### M3 wires, run 1

(2 px per um)
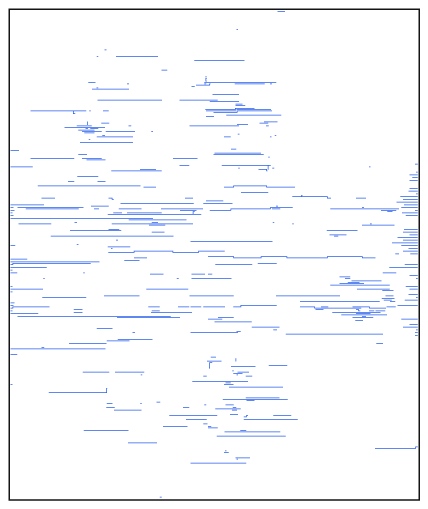
### Selected gate families, run 1

(1.5 px per um)
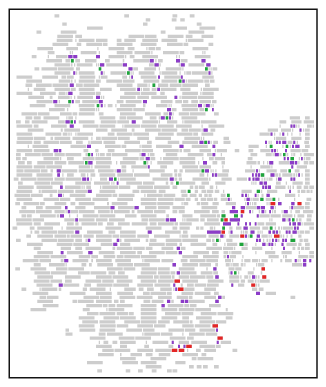
### Placement by cell class, run 1

(1.5 px per um) Fill, decap, tap and diode cells in gray.
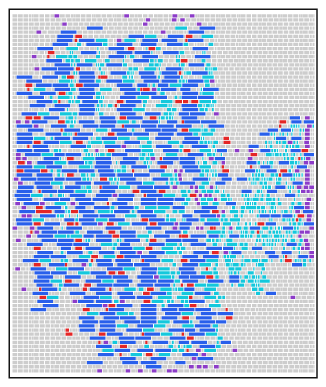
**src/rtl/poly_mau_wb_pkg.sv**
```systemverilog
// poly_pkg: shared widths, writeback FSM state type and the FIFO entry
// layout used by the POLY_MAU writeback slice.
package poly_pkg;
  localparam int unsigned COEF_W = 24;
  localparam int unsigned ADDR_W = 8;
  localparam int unsigned LEN_W  = 9;

  typedef enum logic [1:0] {IDLE, RUN, DONE} wb_state_t;

  // One buffered MAU beat: o0 always valid, o1 valid only when pair=1.
  typedef struct packed {
    logic              pair;
    logic [COEF_W-1:0] o1;
    logic [COEF_W-1:0] o0;
  } wb_entry_t;
endpackage

```
**src/rtl/poly_mau_wb_if.sv**
```systemverilog
// poly_mau_wb_if: polynomial RAM write port (valid/ready).
//   wb_we/wb_addr/wb_wdata : write request, driven by the master
//   wb_ready               : RAM accepts the request this cycle
interface poly_mau_wb_if;
  import poly_pkg::*;
  logic              wb_we;
  logic [ADDR_W-1:0] wb_addr;
  logic [COEF_W-1:0] wb_wdata;
  logic              wb_ready;

  modport master (output wb_we, output wb_addr, output wb_wdata, input wb_ready);
  modport slave  (input wb_we, input wb_addr, input wb_wdata, output wb_ready);
endinterface

```
**src/rtl/poly_wb_fifo.sv**
```systemverilog
// poly_wb_fifo: DEPTH-entry beat buffer for the writeback stage.
//   push/din   : write one entry (ignored when full unless popping)
//   pop        : drop the head entry
//   head       : current head entry; head_nx : entry behind the head
//   full/empty/count/free : occupancy status
module poly_wb_fifo
  import poly_pkg::*;
#(
  parameter int unsigned DEPTH = 8,
  localparam int unsigned CW = $clog2(DEPTH + 1)
) (
  input  logic          clk,
  input  logic          rst,
  input  logic          push,
  input  wb_entry_t     din,
  input  logic          pop,
  output wb_entry_t     head,
  output wb_entry_t     head_nx,
  output logic          full,
  output logic          empty,
  output logic [CW-1:0] count,
  output logic [CW-1:0] free
);
  localparam int unsigned PW = (DEPTH > 1) ? $clog2(DEPTH) : 1;

  wb_entry_t     mem [DEPTH];
  logic [PW-1:0] rd_ptr, wr_ptr;
  logic          pop_ok, wr_ok;

  function automatic logic [PW-1:0] ptr_inc(input logic [PW-1:0] p);
    return (p == PW'(DEPTH - 1)) ? '0 : p + PW'(1);
  endfunction

  assign pop_ok = pop && !empty;
  // A push into a full buffer is legal when the head leaves in the same cycle.
  assign wr_ok  = push && (!full || pop_ok);

  always_ff @(posedge clk) begin
    if (wr_ok) mem[wr_ptr] <= din;
  end

  always_ff @(posedge clk) begin
    if (rst) begin
      rd_ptr <= '0;
      wr_ptr <= '0;
      count  <= '0;
    end else begin
      if (wr_ok)  wr_ptr <= ptr_inc(wr_ptr);
      if (pop_ok) rd_ptr <= ptr_inc(rd_ptr);
      count <= count + CW'(wr_ok) - CW'(pop_ok);
    end
  end

  assign head    = mem[rd_ptr];
  assign head_nx = mem[ptr_inc(rd_ptr)];
  assign full    = (count == CW'(DEPTH));
  assign empty   = (count == '0);
  assign free    = CW'(DEPTH) - count;
endmodule

```
**src/rtl/poly_mau.sv**
```systemverilog
// poly_mau_wb: writeback stage behind POLY_MAU.
// Buffers MAU result beats and writes them one coefficient per cycle to a
// polynomial RAM, addressed from wb_base for wb_len coefficients.
//   clk, rst            : clock, synchronous active-high reset
//   wb_start/base/len/dual : transfer setup, accepted only when idle
//   poly_q              : modulus for the optional range check
//   poly_valid, poly_mau_o0/o1 : MAU result beat
//   wb_stall            : throttle request towards the MAU
//   ram                 : RAM write port (poly_mau_wb_if.master)
//   wb_busy, wb_done    : transfer status, done is a one-cycle pulse
//   err_ovf/unexp/range : sticky error flags
// Optional feature macro: POLY_WB_RANGE_CHK_EN (flag written data >= poly_q).
module poly_mau_wb
  import poly_pkg::*;
#(
  parameter int unsigned DEPTH = 8,
  parameter int unsigned SKID  = 4
) (
  input  logic              clk,
  input  logic              rst,
  input  logic              wb_start,
  input  logic [ADDR_W-1:0] wb_base,
  input  logic [LEN_W-1:0]  wb_len,
  input  logic              wb_dual,
  input  logic [COEF_W-1:0] poly_q,
  input  logic              poly_valid,
  input  logic [COEF_W-1:0] poly_mau_o0,
  input  logic [COEF_W-1:0] poly_mau_o1,
  output logic              wb_stall,
  poly_mau_wb_if.master     ram,
  output logic              wb_busy,
  output logic              wb_done,
  output logic              err_ovf,
  output logic              err_unexp,
  output logic              err_range
);
  localparam int unsigned CW = $clog2(DEPTH + 1);
  localparam int unsigned FW = CW + 1;

  wb_state_t         state;
  logic              dual_q, we_q, phase_q, stall_q, busy_q, done_q, ovf_q, unexp_q;
  logic [ADDR_W-1:0] nxt_addr, addr_q;
  logic [COEF_W-1:0] wdata_q, ld_data;
  logic [LEN_W-1:0]  wr_remain, in_remain, len_eff, in_dec;
  wb_entry_t         push_ent, head, head_nx;
  logic              full, empty;
  logic [CW-1:0]     count, free;
  logic [FW-1:0]     free_nxt;
  logic              start_ok, want_push, push_ok, stray, ovf_hit;
  logic              accept, head_last, pop, ld, ld_o1;
  logic              unused_nx;

  assign start_ok  = (state == IDLE) && wb_start;
  assign len_eff   = (wb_len == '0) ? LEN_W'(256) : wb_len;
  assign want_push = poly_valid && (state == RUN) && (in_remain != '0);
  assign stray     = poly_valid && !want_push;
  assign accept    = we_q && ram.wb_ready;
  // The head entry stays in the buffer until its last coefficient is accepted.
  assign head_last = !head.pair || phase_q;
  assign pop       = accept && head_last;
  assign push_ok   = want_push && (!full || pop);
  assign ovf_hit   = want_push && full && !pop;
  assign in_dec    = (dual_q && in_remain > LEN_W'(1)) ? LEN_W'(2) : LEN_W'(1);
  assign free_nxt  = FW'(free) + FW'(pop) - FW'(push_ok);

  // o1 of the final dual beat is dropped when only one coefficient remains.
  assign push_ent.pair = dual_q && (in_remain > LEN_W'(1));
  assign push_ent.o1   = poly_mau_o1;
  assign push_ent.o0   = poly_mau_o0;
  assign unused_nx     = ^{head_nx.pair, head_nx.o1};

  poly_wb_fifo #(.DEPTH(DEPTH)) u_fifo (
    .clk     (clk),
    .rst     (rst),
    .push    (push_ok),
    .din     (push_ent),
    .pop     (pop),
    .head    (head),
    .head_nx (head_nx),
    .full    (full),
    .empty   (empty),
    .count   (count),
    .free    (free)
  );

  // Output stage reload: second half of the head pair, else the entry behind
  // the head (read ahead so back-to-back entries keep one write per cycle),
  // else a fresh head when the stage is idle.
  always_comb begin
    ld      = 1'b0;
    ld_o1   = 1'b0;
    ld_data = head.o0;
    if (state == RUN) begin
      if (accept && !head_last) begin
        ld      = 1'b1;
        ld_o1   = 1'b1;
        ld_data = head.o1;
      end else if (accept) begin
        if (count >= CW'(2)) begin
          ld      = 1'b1;
          ld_data = head_nx.o0;
        end
      end else if (!we_q && !empty) begin
        ld = 1'b1;
      end
    end
  end

  always_ff @(posedge clk) begin
    if (rst) begin
      state     <= IDLE;
      dual_q    <= 1'b0;
      nxt_addr  <= '0;
      wr_remain <= '0;
      in_remain <= '0;
      we_q      <= 1'b0;
      phase_q   <= 1'b0;
      addr_q    <= '0;
      wdata_q   <= '0;
      stall_q   <= 1'b0;
      busy_q    <= 1'b0;
      done_q    <= 1'b0;
      ovf_q     <= 1'b0;
      unexp_q   <= 1'b0;
    end else begin
      stall_q <= (free_nxt <= FW'(SKID));
      case (state)
        IDLE: if (wb_start) begin
          state     <= RUN;
          busy_q    <= 1'b1;
          dual_q    <= wb_dual;
          nxt_addr  <= wb_base;
          wr_remain <= len_eff;
          in_remain <= len_eff;
          ovf_q     <= 1'b0;
          unexp_q   <= 1'b0;
        end
        RUN: begin
          if (push_ok) in_remain <= in_remain - in_dec;
          if (accept) begin
            wr_remain <= wr_remain - LEN_W'(1);
            if (wr_remain == LEN_W'(1)) begin
              state  <= DONE;
              done_q <= 1'b1;
            end
          end
        end
        DONE: begin
          state  <= IDLE;
          done_q <= 1'b0;
          busy_q <= 1'b0;
        end
        default: state <= IDLE;
      endcase
      if (ld) begin
        we_q     <= 1'b1;
        addr_q   <= nxt_addr;
        nxt_addr <= nxt_addr + ADDR_W'(1);
        wdata_q  <= ld_data;
        phase_q  <= ld_o1;
      end else if (accept) begin
        we_q <= 1'b0;
      end
      if (stray)   unexp_q <= 1'b1;
      if (ovf_hit) ovf_q   <= 1'b1;
    end
  end

`ifdef POLY_WB_RANGE_CHK_EN
  logic range_q;
  always_ff @(posedge clk) begin
    if (rst || start_ok) range_q <= 1'b0;
    else if (accept && (wdata_q >= poly_q)) range_q <= 1'b1;
  end
  assign err_range = range_q;
`else
  logic unused_q;
  assign unused_q  = ^{poly_q, start_ok};
  assign err_range = 1'b0;
`endif

  assign ram.wb_we    = we_q;
  assign ram.wb_addr  = addr_q;
  assign ram.wb_wdata = wdata_q;
  assign wb_stall     = stall_q;
  assign wb_busy      = busy_q;
  assign wb_done      = done_q;
  assign err_ovf      = ovf_q;
  assign err_unexp    = unexp_q;
endmodule

```
**src/flat_wrapper.sv**
```systemverilog
// flat-port wrapper written by rule: the top's interface ports become plain ports
module poly_mau_wb_flat import poly_pkg::*;
#(
  parameter int unsigned DEPTH = 8,
  parameter int unsigned SKID  = 4
)
  (clk, rst, wb_start, wb_base, wb_len, wb_dual, poly_q, poly_valid, poly_mau_o0, poly_mau_o1, wb_stall, wb_busy, wb_done, err_ovf, err_unexp, err_range, ram_wb_we, ram_wb_addr, ram_wb_wdata, ram_wb_ready);
  poly_mau_wb_if ram_i ();
  input  logic clk;
  input  logic rst;
  input  logic wb_start;
  input  logic [ADDR_W-1:0] wb_base;
  input  logic [LEN_W-1:0] wb_len;
  input  logic wb_dual;
  input  logic [COEF_W-1:0] poly_q;
  input  logic poly_valid;
  input  logic [COEF_W-1:0] poly_mau_o0;
  input  logic [COEF_W-1:0] poly_mau_o1;
  output logic wb_stall;
  output logic wb_busy;
  output logic wb_done;
  output logic err_ovf;
  output logic err_unexp;
  output logic err_range;
  output wire logic [$bits(ram_i.wb_we)-1:0] ram_wb_we;
  output wire logic [$bits(ram_i.wb_addr)-1:0] ram_wb_addr;
  output wire logic [$bits(ram_i.wb_wdata)-1:0] ram_wb_wdata;
  input wire logic [$bits(ram_i.wb_ready)-1:0] ram_wb_ready;
  assign ram_wb_we = ram_i.wb_we;
  assign ram_wb_addr = ram_i.wb_addr;
  assign ram_wb_wdata = ram_i.wb_wdata;
  assign ram_i.wb_ready = ram_wb_ready;
  poly_mau_wb #(.DEPTH(DEPTH), .SKID(SKID)) u_core (.clk(clk), .rst(rst), .wb_start(wb_start), .wb_base(wb_base), .wb_len(wb_len), .wb_dual(wb_dual), .poly_q(poly_q), .poly_valid(poly_valid), .poly_mau_o0(poly_mau_o0), .poly_mau_o1(poly_mau_o1), .wb_stall(wb_stall), .ram(ram_i), .wb_busy(wb_busy), .wb_done(wb_done), .err_ovf(err_ovf), .err_unexp(err_unexp), .err_range(err_range));
endmodule
```
**config.mk**
```make
export PLATFORM = sky130hd
export DESIGN_NAME = poly_mau_wb_flat
export DESIGN_NICKNAME = d
export VERILOG_FILES = /design/src/rtl/poly_mau_wb_pkg.sv /design/src/rtl/poly_mau_wb_if.sv /design/src/rtl/poly_wb_fifo.sv /design/src/rtl/poly_mau.sv /design/src/flat_wrapper.sv
export SDC_FILE = /design/constraint.sdc
export NUM_CORES = 1
export LEC_CHECK = 0
export CORE_ASPECT_RATIO = 1.2
export CORE_UTILIZATION = 42
export CTS_BUF_LIST = sky130_fd_sc_hd__clkbuf_8
export DETAILED_ROUTE_END_ITERATION = 6
export PLACE_DENSITY = 0.71
export SLEW_MARGIN = 20
export SYNTH_ARGS = -nofsm -noshare
export SYNTH_HDL_FRONTEND = slang
export SYNTH_SLANG_ARGS = --single-unit
```
**constraint.sdc**
```tcl
create_clock -name clk -period 12.4 [get_ports clk]
set_input_delay 1.24 -clock clk [delete_from_list [all_inputs] [get_ports clk]]
set_output_delay 1.24 -clock clk [all_outputs]
set_load 0.1 [all_outputs]
```
==> summary.txt, run 1 <==
Summary of implementation figures.

Status
The run finished with clean final reports.

Floorplan
The overall die size recorded for this design is 50000 sq um. The area inside the core boundary is 48200 sq um.

Power
The power report attributes to the combinational group a share of 0.086. The flow reports power dissipated in the clock network as 1.28 mW. Power comes to 3.33 mW.

For the combinational group, total power comes out at 0.286 mW. Cell internal power was estimated by the tool at 2.51 mW.

Synthesis
The area fraction of the largest cell type after synthesis is 0.571. Dividing the synthesized area by the synthesized cell count gives ~15 sq um. sky130_fd_sc_hd__edfxtp_1 takes more of the synthesized area than any other cell.

Of the synthesized area, sequential elements account for 0.650. The cell count after synthesis came out at 1338. Per the synthesis report, the adder-cell share of the synthesized area is 0.0169.

Looking at the cell usage after synthesis, the top flip-flop cell is sky130_fd_sc_hd__edfxtp_1. Synthesis inferred around 470 register bits. The post-synth count of flops with an enable pin is 392.

The cell area after technology mapping is 20600 sq um.

Finish
More flip-flops sit in one register than any other, and that register is u_core.u_fifo.mem. Per the final layout report, the fraction of cells sized above drive strength 1 comes to 0.180. The final layout contains 1584 nets. Ranking logic cells in the layout by count gives the top entries 392 x sky130_fd_sc_hd__edfxtp_1, 138 x sky130_fd_sc_hd__nand2_1, 110 x sky130_fd_sc_hd__mux4_2.

Placement
The final weighted congestion recorded by global placement is 0.826. The placed wire-length estimate after detailed placement is 26900 um. The placed instances occupy a cell area of 22300 sq um. The cell count after placement is approximately 2000.

Timing
Per the final report, max-transition violations number 0. In the final timing run, aggregate negative setup slack is 0 ps. The last timing report of the flow puts the setup violation total at 0. On the final layout, the worst hold slack is around 460 ps. The pin closest to its max-slew limit shows a slew of 1040 ps. The portion of the clock cycle consumed by the worst path in the final layout is 0.315.

CTS
The registers of the reported paths see a clock transition of 60 ps.

GRT
The number of antenna violations at the first check in global routing came to 3. In the global route stage, overall resource usage came out at 0.197.

Drt
The routed design shows a via density per instance of 5.86. The highest metal layer with signal wires is met5.

Critical path
Data on the critical path arrives at its endpoint at around 4400 ps. The OpenROAD report gives the critical path a required time of between 10000 and 15000 ps. The slowest cell on the critical path is sky130_fd_sc_hd__dfxtp_4.

Job
The total number of warnings across the stage logs is approximately 54.
About 'M3 wires':
main direction: horizontal
longest straight run: 76.4 um
nets with wire on the layer: 187
wire length on this layer: 3570 um
met3 track utilization from global routing: 0.0417
vias post-DR: 12600
Routed Wire Length: 48600 um

About 'Selected gate families':
| family | color | cells | most used |
|---|---|---|---|
| and/or cells | green | 40 | and3_1 |
| non-inverting ao/oa cells | red | 17 | o221a_2 |
| aoi and oai cells | purple | 215 | o21ai_0 |
final standard cell count with taps included and fillers excluded: 2156
most common library cell in the layout ignoring fill and taps: sky130_fd_sc_hd__edfxtp_1
multi-input gate share of the layout cell area: 0.285

About 'Placement by cell class':
| class | color | cells | share of their area |
|---|---|---|---|
| remaining buffers and delay cells | purple | 133 | 5.5% |
| sequential cells | blue | 473 | 58% |
| remaining logic cells | cyan | 778 | 30% |
| clock drivers and dummy loads | red | 141 | 6.4% |
core utilization of the finished layout: 0.494
FP Rows: 88
flip-flop and latch share of the layout cell area: 0.563
area of all placed cells without fillers: 23800 sq um

-- run 1: routing by layer --
metal	up-vias	global-route usage
li1	5582	-
met1	6390	0.244
met4	4	0.0843
met5	-	0
met3	108	0.0417
met2	545	0.333
-- run 1: area by class of cell --
| cell class | count | area, sq um | area share |
|---|---|---|---|
| flip-flops and latches | 473 | 13400 | 0.563 |
| well taps | 630 | 788 | 0.0331 |
| diodes | 1 | 2.50 | 0.000105 |
| multi-input cells | 754 | 6790 | 0.285 |
| repair buffers | 133 | 1260 | 0.0531 |
| clock buffers | 86 | 1180 | 0.0497 |
| clock inverters | 55 | 285 | 0.0120 |
| inverters | 24 | 90.1 | 0.00378 |
--- run 2 (diff from run 1) ---
Clock period 12.4 ns to 3.7 ns, I/O delays scaled along.
### Drive-strength map, run 2

(1.5 px per um)
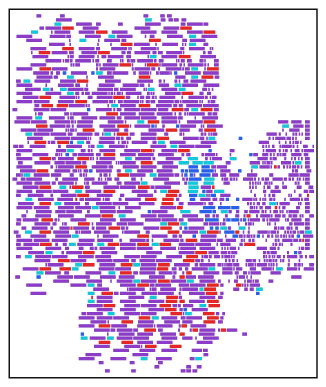
| size | color | cells | share |
|---|---|---|---|
| x6 and larger | cyan | 97 | 6.3% |
| x2 | red | 130 | 8.5% |
| x1 and smaller | purple | 1258 | 82% |
| x3 and x4 | blue | 52 | 3.4% |
area of all placed cells without fillers: 24000 sq um
Buffers excl. clock: 146

==> run 2 against run 1 <==
  * Hold slack got worse by 180 ps
  * Clock-buffer cell count decreased by 1
  * Register-to-register slack got worse by 8200 ps
  * Routed wire length decreased by 0.12%
  * Critical path depth decreased by 1
  * Combinational power increased to 3.4 times the previous value
  * Critical endpoint unchanged
  * Largest cell class unchanged
==> summary.txt, run 2 <==
Summary of implementation figures.

Status
The run finished with clean final reports.

Floorplan
The number of placement rows is 88 (unchanged). The area inside the core boundary is 48200 sq um (unchanged). The overall die area is 50000 sq um (unchanged).

Synthesis
The cell area after technology mapping came to 20600 sq um (unchanged). The sequential element share of the synthesized area came to 0.650 (unchanged). The mean instance size in the synthesized netlist came to 15.4 sq um (unchanged).

Finish
The utilization of the core after routing came to 0.498 (+0.00444). Among all cell classes, the greatest summed area belongs to registers. The portion of the layout cell area used by clock cells is 0.0587 (-0.00300). The multi-input combinational cell area is 6840 sq um (+0.72%).

Power
The internal power contribution came to 8.32 mW (+230%). The power drawn by the combinational cells is 0.970 mW (+240%).

Critical path
The largest individual stage delay along the critical path comes from the cell sky130_fd_sc_hd__or4_1.

Timing
The post-route worst hold slack is 274 ps (-182 ps). The portion of the clock cycle consumed by the worst path in the final layout is 0.911 (+0.596).

Placement
The placed wire-length estimate after detailed placement is 26900 um (+0.14%).

GRT
The fraction of met2 tracks used by global routing is 0.328 (-0.00469). The global router's overall resource usage is 0.198 (+0.000957).

Drt
The number of vias after detailed routing is 12500 (-0.93%).
run 2: netlist changes by cell type in the layout (fill, tap and decap cells not counted), sizes merged:
cell | before | now
bufinv | 1 | 0
buf | 26 | 39
clkinvlp | 4 | 5
inv | 54 | 52
clkinv | 20 | 22
clkbuf | 86 | 85
run 2: logic make-up (layout without fill, tap and decap cells):
family	count (synthesis)	after routing	synth area share
flip-flops	473	473	0.650
AND-OR/OR-AND	232	232	0.0806
buffers and inverters	111	310	0.0237
other	1	2	0.000182
AND/OR/NAND/NOR	305	305	0.0690
multiplexers	186	186	0.158
XOR/XNOR	4	4	0.00170
adder cells (fa/ha/maj)	26	26	0.0169
Power is estimated from default activity; no workload was simulated.
